**M3 wires**

Cells faint in the background.
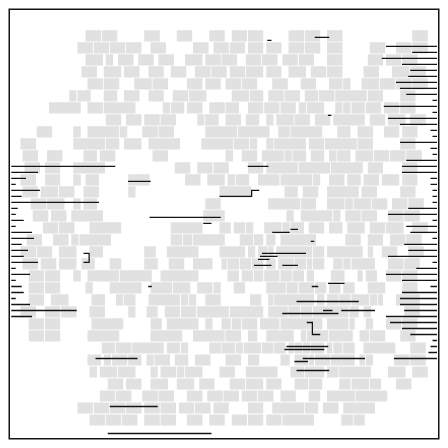
**Signal metal coverage by tile**

Bar = 20 um. The die is cut into 19 by 19 equal tiles; white is low, dark blue is high, scaled to the fullest tile. Values are wire area over tile area, all layers added.
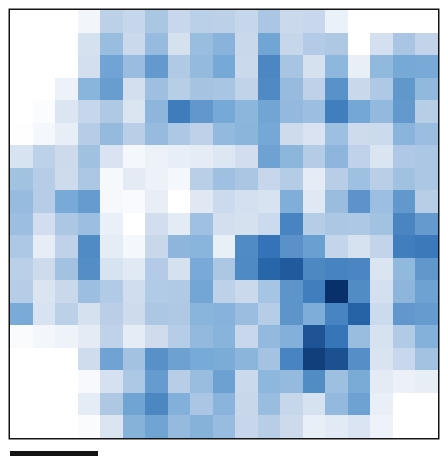
**Clock nets**

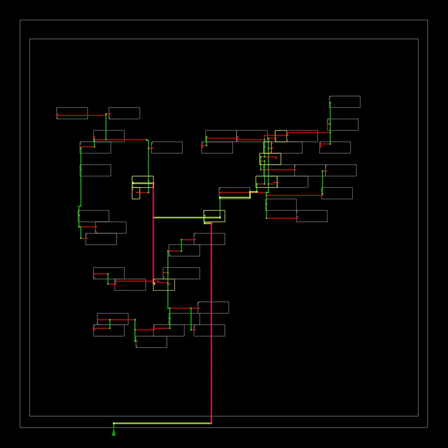
## config.mk

```make
export PLATFORM = sky130hd
export DESIGN_NAME = rr_mux_reg
export DESIGN_NICKNAME = d
export VERILOG_FILES = /design/src/rtl/mux_pkg.sv /design/src/rtl/rr_arbiter.sv /design/src/rtl/rr_mux_reg.sv
export SDC_FILE = /design/constraint.sdc
export NUM_CORES = 1
export LEC_CHECK = 0
export CORE_MARGIN = 2
export CORE_UTILIZATION = 36
export CTS_BUF_LIST = sky130_fd_sc_hd__clkbuf_8
export DETAILED_ROUTE_END_ITERATION = 10
export GPL_ROUTABILITY_DRIVEN = 0
export PLACE_DENSITY = 0.79
export SLEW_MARGIN = 15
export SYNTH_ARGS = -nofsm -noshare
export SYNTH_HDL_FRONTEND = slang
export SYNTH_SLANG_ARGS = --single-unit
export TNS_END_PERCENT = 5
```

## constraint.sdc

```tcl
create_clock -name clk -period 3.15 [get_ports clk]
set_input_delay 0.7875 -clock clk [delete_from_list [all_inputs] [get_ports clk]]
set_output_delay 0.7875 -clock clk [all_outputs]
set_load 0.05 [all_outputs]
```

## src/rtl/mux_pkg.sv

```systemverilog
// -----------------------------------------------------------------------------
// mux_pkg
// Shared types and helpers for the round-robin registered multiplexer.
//   mux_mode_t : channel selection policy (fixed select or round-robin)
//   next_ptr   : wraps a channel index to the following channel modulo n
// -----------------------------------------------------------------------------
package mux_pkg;

    typedef enum logic {
        MODE_FIXED = 1'b0,
        MODE_RR    = 1'b1
    } mux_mode_t;

    // Index of the channel after k, wrapping to 0 past the last channel.
    function automatic int unsigned next_ptr(input int unsigned k, input int unsigned n);
        int unsigned r;
        if ((k + 32'd1) >= n) begin
            r = 32'd0;
        end else begin
            r = k + 32'd1;
        end
        return r;
    endfunction

endpackage

```

## src/rtl/rr_arbiter.sv

```systemverilog
// -----------------------------------------------------------------------------
// rr_arbiter
// Picks at most one requesting channel, either the fixed channel sel or the
// first requester at or after the round-robin pointer. Owns the pointer.
// Ports:
//   clk, reset : clock and synchronous active-high reset
//   req        : per-channel request vector
//   en         : grant enable (output register can accept a word)
//   mode       : MODE_FIXED or MODE_RR
//   sel        : channel index used in MODE_FIXED (values >= N never grant)
//   gnt        : one-hot grant (all zero when nothing is granted)
//   idx        : binary index of the granted channel (0 when no grant)
// -----------------------------------------------------------------------------
module rr_arbiter
    import mux_pkg::*;
#(
    parameter  int N    = 4,
    localparam int SELW = $clog2(N)
) (
    input  logic            clk,
    input  logic            reset,
    input  logic [N-1:0]    req,
    input  logic            en,
    input  mux_mode_t       mode,
    input  logic [SELW-1:0] sel,
    output logic [N-1:0]    gnt,
    output logic [SELW-1:0] idx
);

    logic [SELW-1:0] ptr_q;
    logic [SELW-1:0] ptr_d;
    logic            found_s;
    logic            hit_s;
    int              cand_s;

    // Grant selection: the search stops at the first hit so the grant stays one-hot.
    always_comb begin
        gnt     = '0;
        idx     = '0;
        found_s = 1'b0;
        hit_s   = 1'b0;
        cand_s  = 0;
        if (en) begin
            case (mode)
                MODE_FIXED: begin
                    for (int k = 0; k < N; k++) begin
                        hit_s   = !found_s && (sel == SELW'(k)) && req[k];
                        gnt[k]  = hit_s;
                        idx     = hit_s ? SELW'(k) : idx;
                        found_s = found_s || hit_s;
                    end
                end
                MODE_RR: begin
                    // Walk channels ptr, ptr+1, ... wrapping modulo N.
                    for (int i = 0; i < N; i++) begin
                        cand_s       = int'(ptr_q) + i;
                        cand_s       = (cand_s >= N) ? (cand_s - N) : cand_s;
                        hit_s        = !found_s && req[cand_s];
                        gnt[cand_s]  = hit_s;
                        idx          = hit_s ? SELW'(cand_s) : idx;
                        found_s      = found_s || hit_s;
                    end
                end
                default: begin
                    gnt = '0;
                    idx = '0;
                end
            endcase
        end else begin
            gnt = '0;
            idx = '0;
        end
    end

    // Pointer next state: only a round-robin grant moves it past the winner.
    always_comb begin
        ptr_d = ptr_q;
        if ((|gnt) && (mode == MODE_RR)) begin
            ptr_d = SELW'(next_ptr(32'(idx), 32'(N)));
        end else begin
            ptr_d = ptr_q;
        end
    end

    // Pointer register.
    always_ff @(posedge clk) begin
        if (reset) begin
            ptr_q <= '0;
        end else begin
            ptr_q <= ptr_d;
        end
    end

endmodule

```

## src/rtl/rr_mux_reg.sv

```systemverilog
// -----------------------------------------------------------------------------
// rr_mux_reg
// N-input, WIDTH-bit multiplexer with a one-entry registered output and a
// valid/ready handshake per channel. A new word may load in the same cycle
// the held word drains, giving one word per cycle.
// Ports:
//   clk, reset : clock and synchronous active-high reset
//   mode       : 0 = fixed channel sel, 1 = round-robin among requesters
//   sel        : channel index for fixed mode
//   in_data    : channel k at bits [k*WIDTH +: WIDTH]
//   in_valid   : per-channel request
//   in_ready   : per-channel accept strobe (combinational, at most one high)
//   out_data   : registered selected word
//   out_chan   : registered index of the channel that produced out_data
//   out_valid  : output register holds a word
//   out_ready  : consumer accepts out_data this cycle
// -----------------------------------------------------------------------------
module rr_mux_reg
    import mux_pkg::*;
#(
    parameter  int WIDTH = 32,
    parameter  int N     = 4,
    localparam int SELW  = $clog2(N)
) (
    input  logic               clk,
    input  logic               reset,
    input  logic               mode,
    input  logic [SELW-1:0]    sel,
    input  logic [N*WIDTH-1:0] in_data,
    input  logic [N-1:0]       in_valid,
    output logic [N-1:0]       in_ready,
    output logic [WIDTH-1:0]   out_data,
    output logic [SELW-1:0]    out_chan,
    output logic               out_valid,
    input  logic               out_ready
);

    logic [WIDTH-1:0] out_data_q;
    logic [WIDTH-1:0] out_data_d;
    logic [SELW-1:0]  out_chan_q;
    logic [SELW-1:0]  out_chan_d;
    logic             out_valid_q;
    logic             out_valid_d;
    logic             grant_en_s;
    logic [N-1:0]     gnt_s;
    logic [SELW-1:0]  gnt_idx_s;

    // No grant during reset so nothing is accepted that will be discarded.
    assign grant_en_s = (!out_valid_q || out_ready) && !reset;

    rr_arbiter #(
        .N (N)
    ) u_arb (
        .clk   (clk),
        .reset (reset),
        .req   (in_valid),
        .en    (grant_en_s),
        .mode  (mux_mode_t'(mode)),
        .sel   (sel),
        .gnt   (gnt_s),
        .idx   (gnt_idx_s)
    );

    assign in_ready = gnt_s;

    // Output register next state: load on grant, else drain, else hold.
    always_comb begin
        out_valid_d = out_valid_q;
        out_data_d  = out_data_q;
        out_chan_d  = out_chan_q;
        if (|gnt_s) begin
            out_valid_d = 1'b1;
            out_data_d  = in_data[int'(gnt_idx_s)*WIDTH +: WIDTH];
            out_chan_d  = gnt_idx_s;
        end else if (out_ready) begin
            out_valid_d = 1'b0;
        end else begin
            out_valid_d = out_valid_q;
        end
    end

    // Output register; reset drops any held word.
    always_ff @(posedge clk) begin
        if (reset) begin
            out_valid_q <= 1'b0;
            out_data_q  <= '0;
            out_chan_q  <= '0;
        end else begin
            out_valid_q <= out_valid_d;
            out_data_q  <= out_data_d;
            out_chan_q  <= out_chan_d;
        end
    end

    assign out_data  = out_data_q;
    assign out_chan  = out_chan_q;
    assign out_valid = out_valid_q;

endmodule

```

==> reports/results.txt <==
total design power: 2.520 mW
post-route insts no fill: 618
detailed placer's ending HPWL: 8094 um
Setup-failing EPs final: 4
Post-Synthesis Cells: 319
Pre-Place Util: 37.51%
hold path startpoint: out_chan[1]
chip area: 0.009407 mm^2
yosys warning tally: 0
CTS Buf Count: 5
fin crit share: 107.0%
Flops after synth: 37
clk slew on worst S/H paths: 0.07 ns
FF-to-FF path depth: 10
Int Power: 1.431 mW
WL final: 10420 um
RSZ-0062 raised after global routing: true
crit path DAT: 2.58 ns
Max Fclk: 296.6 MHz
Lkg Pwr: 2.375 nW
Worst-Margin Slew: 0.5452 ns
via count: 3295
switching share of power: 43.20%
P_sw: 1.088 mW
Post-synth area hogs: dfxtp_1 (24%), mux2i_1 (22%), mux2_2 (9.8%)
distinct lib cells: 53
final core occ: 65.23%
failing checks: negative setup slack
largest fanout on the critical path: 6
most numerous logic cell after layout: clkdlybuf4s50_1
Die X: 96.99 um
crit path DRT: 2.36 ns
R2R Path End: out_data[9]
gr ovfl total: 0
area grow syn2layout: 73.91%
Top cell area share: 23.79%
hold endpoint: out_chan[1]
Final Max Slew Viols: 0
average cell area after synthesis: 9.759 um^2
Min Clock Period, post-route: 3.372 ns
Port Buffers: 176
Top Layout Cells: clkdlybuf4s50_1 (168), mux2i_1 (68), dfxtp_1 (36)
ys cells: 319
Final WS setup: -0.2219 ns
CTS H-tree depth: 2
core area: 0.008299 mm^2
synthesized area: 0.003113 mm^2
Detail Route Antenna Nets: 0
Die Ht: 96.99 um
Hold Path Depth: 2
vias in the first global route: 3284
Yosys top cell by area: dfxtp_1
Iteration-0 DRC Markers: 116
async set or reset register ratio after synthesis: 0%
syn nets: 461
Worst IR Drop VDD: 274.6 uV
status: finished with violations
CTS Root Cell: clkbuf_8
drt first pass iters: 4
Routed WL per cell: 16.86 um
Final TNS setup: -0.6410 ns
Worst Setup Path Type: input pin to output pin
Back to the opening pictures, 'M3 wires':
share of all routed wire: 6.0%
longest straight run: 23.2 um

Back to the opening pictures, 'signal metal coverage by tile':
mean over tiles: 0.18
tiles over half the peak: 19%
nearly empty tiles: 10%
fullest tile: 0.56

Back to the opening pictures, 'clock nets':
Flops: 37
final clock skew: 0.004576 ns
worst skew pair latency: 0.28 ns
Clock Sinks: 37

-- how the worst max path moves through the flow --
stage / startpoint / endpoint / cells past startpoint
2_1_floorplan: in_valid[3] / in_ready[0] / 4
3_3_place_gp: in_valid[1] / in_ready[2] / 7
3_5_place_dp: in_valid[1] / in_ready[3] / 7
4_1_cts: in_valid[3] / in_ready[3] / 7
5_1_grt: in_valid[3] / in_ready[2] / 7
6_report: in_valid[3] / in_ready[2] / 7
-- critical path, stage by stage --
cell and delay (ns):
buf_8 0.10, mux4_2 0.55, or4b_4 0.61, a21oi_2 0.14, or2_4 0.13, and2_4 0.14, buf_12 0.13
-- power groups by stage --
stage	clock network (mW)	logic, mW	registers [mW]
floorplan	0	0.552	1.04
global placement	0	1.51	0.651
detailed placement	0	1.54	0.656
CTS	0.328	1.55	0.646
global route	0.354	1.63	0.660
finish	0.319	1.55	0.646
-- synth_stat cells, types with 2 or more instances --
cell,instances
nor2_1,4
o21ai_1,33
inv_1,7
buf_2,4
nand3_1,4
nor2b_1,4
nand2_1,2
mux2i_1,68
a221oi_1,2
a211oi_2,2
a21oi_1,10
nor3_1,2
o221ai_1,2
o21ai_0,3
mux2_2,27
nand4b_1,32
dfxtp_1,37
clkbuf_1,12
mux4_2,4
mux2_1,7
buf_4,6
ha_1,4
a21o_1,2
nand2b_1,6
buf_6,6
and3_1,2
-- kinds of logic (layout without fill, tap and decap cells) --
family	count (synthesis)	count (layout)	synth area share, %
buffers and inverters	36	230	6.672
multiplexers	106	106	37.06
XOR/XNOR	1	1	0.2814
adder cells (fa/ha/maj)	4	4	1.608
flip-flops	37	37	23.79
AND/OR/NAND/NOR	68	68	16.52
AND-OR/OR-AND	67	67	14.07
-- registers in the layout, summed over array words and instances, names as in the netlist --
register	count
out_valid	1
u_arb.ptr_q	2
out_data	32
out_chan	2
-- what timing repair did --
action                     4_1_cts  5_1_grt
hold buffers                     0        0
gates resized                   29        1
buffers inserted                 2        1
hold endpoints to repair         0        0
pin swaps                        3        4
setup endpoints to repair       41        4
gates cloned                     0        0
-- stage by stage --
stage	hold WS, ns	cell area [um^2]
after floorplan	0.6079	3183
after global placement	0.4511	5270
after detailed placement	0.4675	5270
after CTS	0.4783	5394
after global routing	0.4981	5414
final	0.4743	5414
-- layout make-up --
cell class	instances	area (um^2)	share of cell area, %
Sequential cell	37	744.5	13.75
Clock buffer	5	68.82	1.271
Clock inverter	3	17.52	0.3235
Multi-Input combinational cell	246	2265	41.83
Timing Repair Buffer	214	2150	39.70
Inverter	8	37.54	0.6933
Tap cell	105	131.4	2.427
-- metal layers --
| layer | part of all wire, % | routed length [um] | track usage [%] |
|---|---|---|---|
| met4 | 1.4 | 147 | 5.525 |
| met5 | 0 | 0 | 0 |
| met2 | 50 | 5248 | 37.55 |
| met1 | 42 | 4401 | 26.61 |
| met3 | 6.0 | 625 | 4.263 |
Power figures rest on the tool's default switching activity, not on a simulated workload.
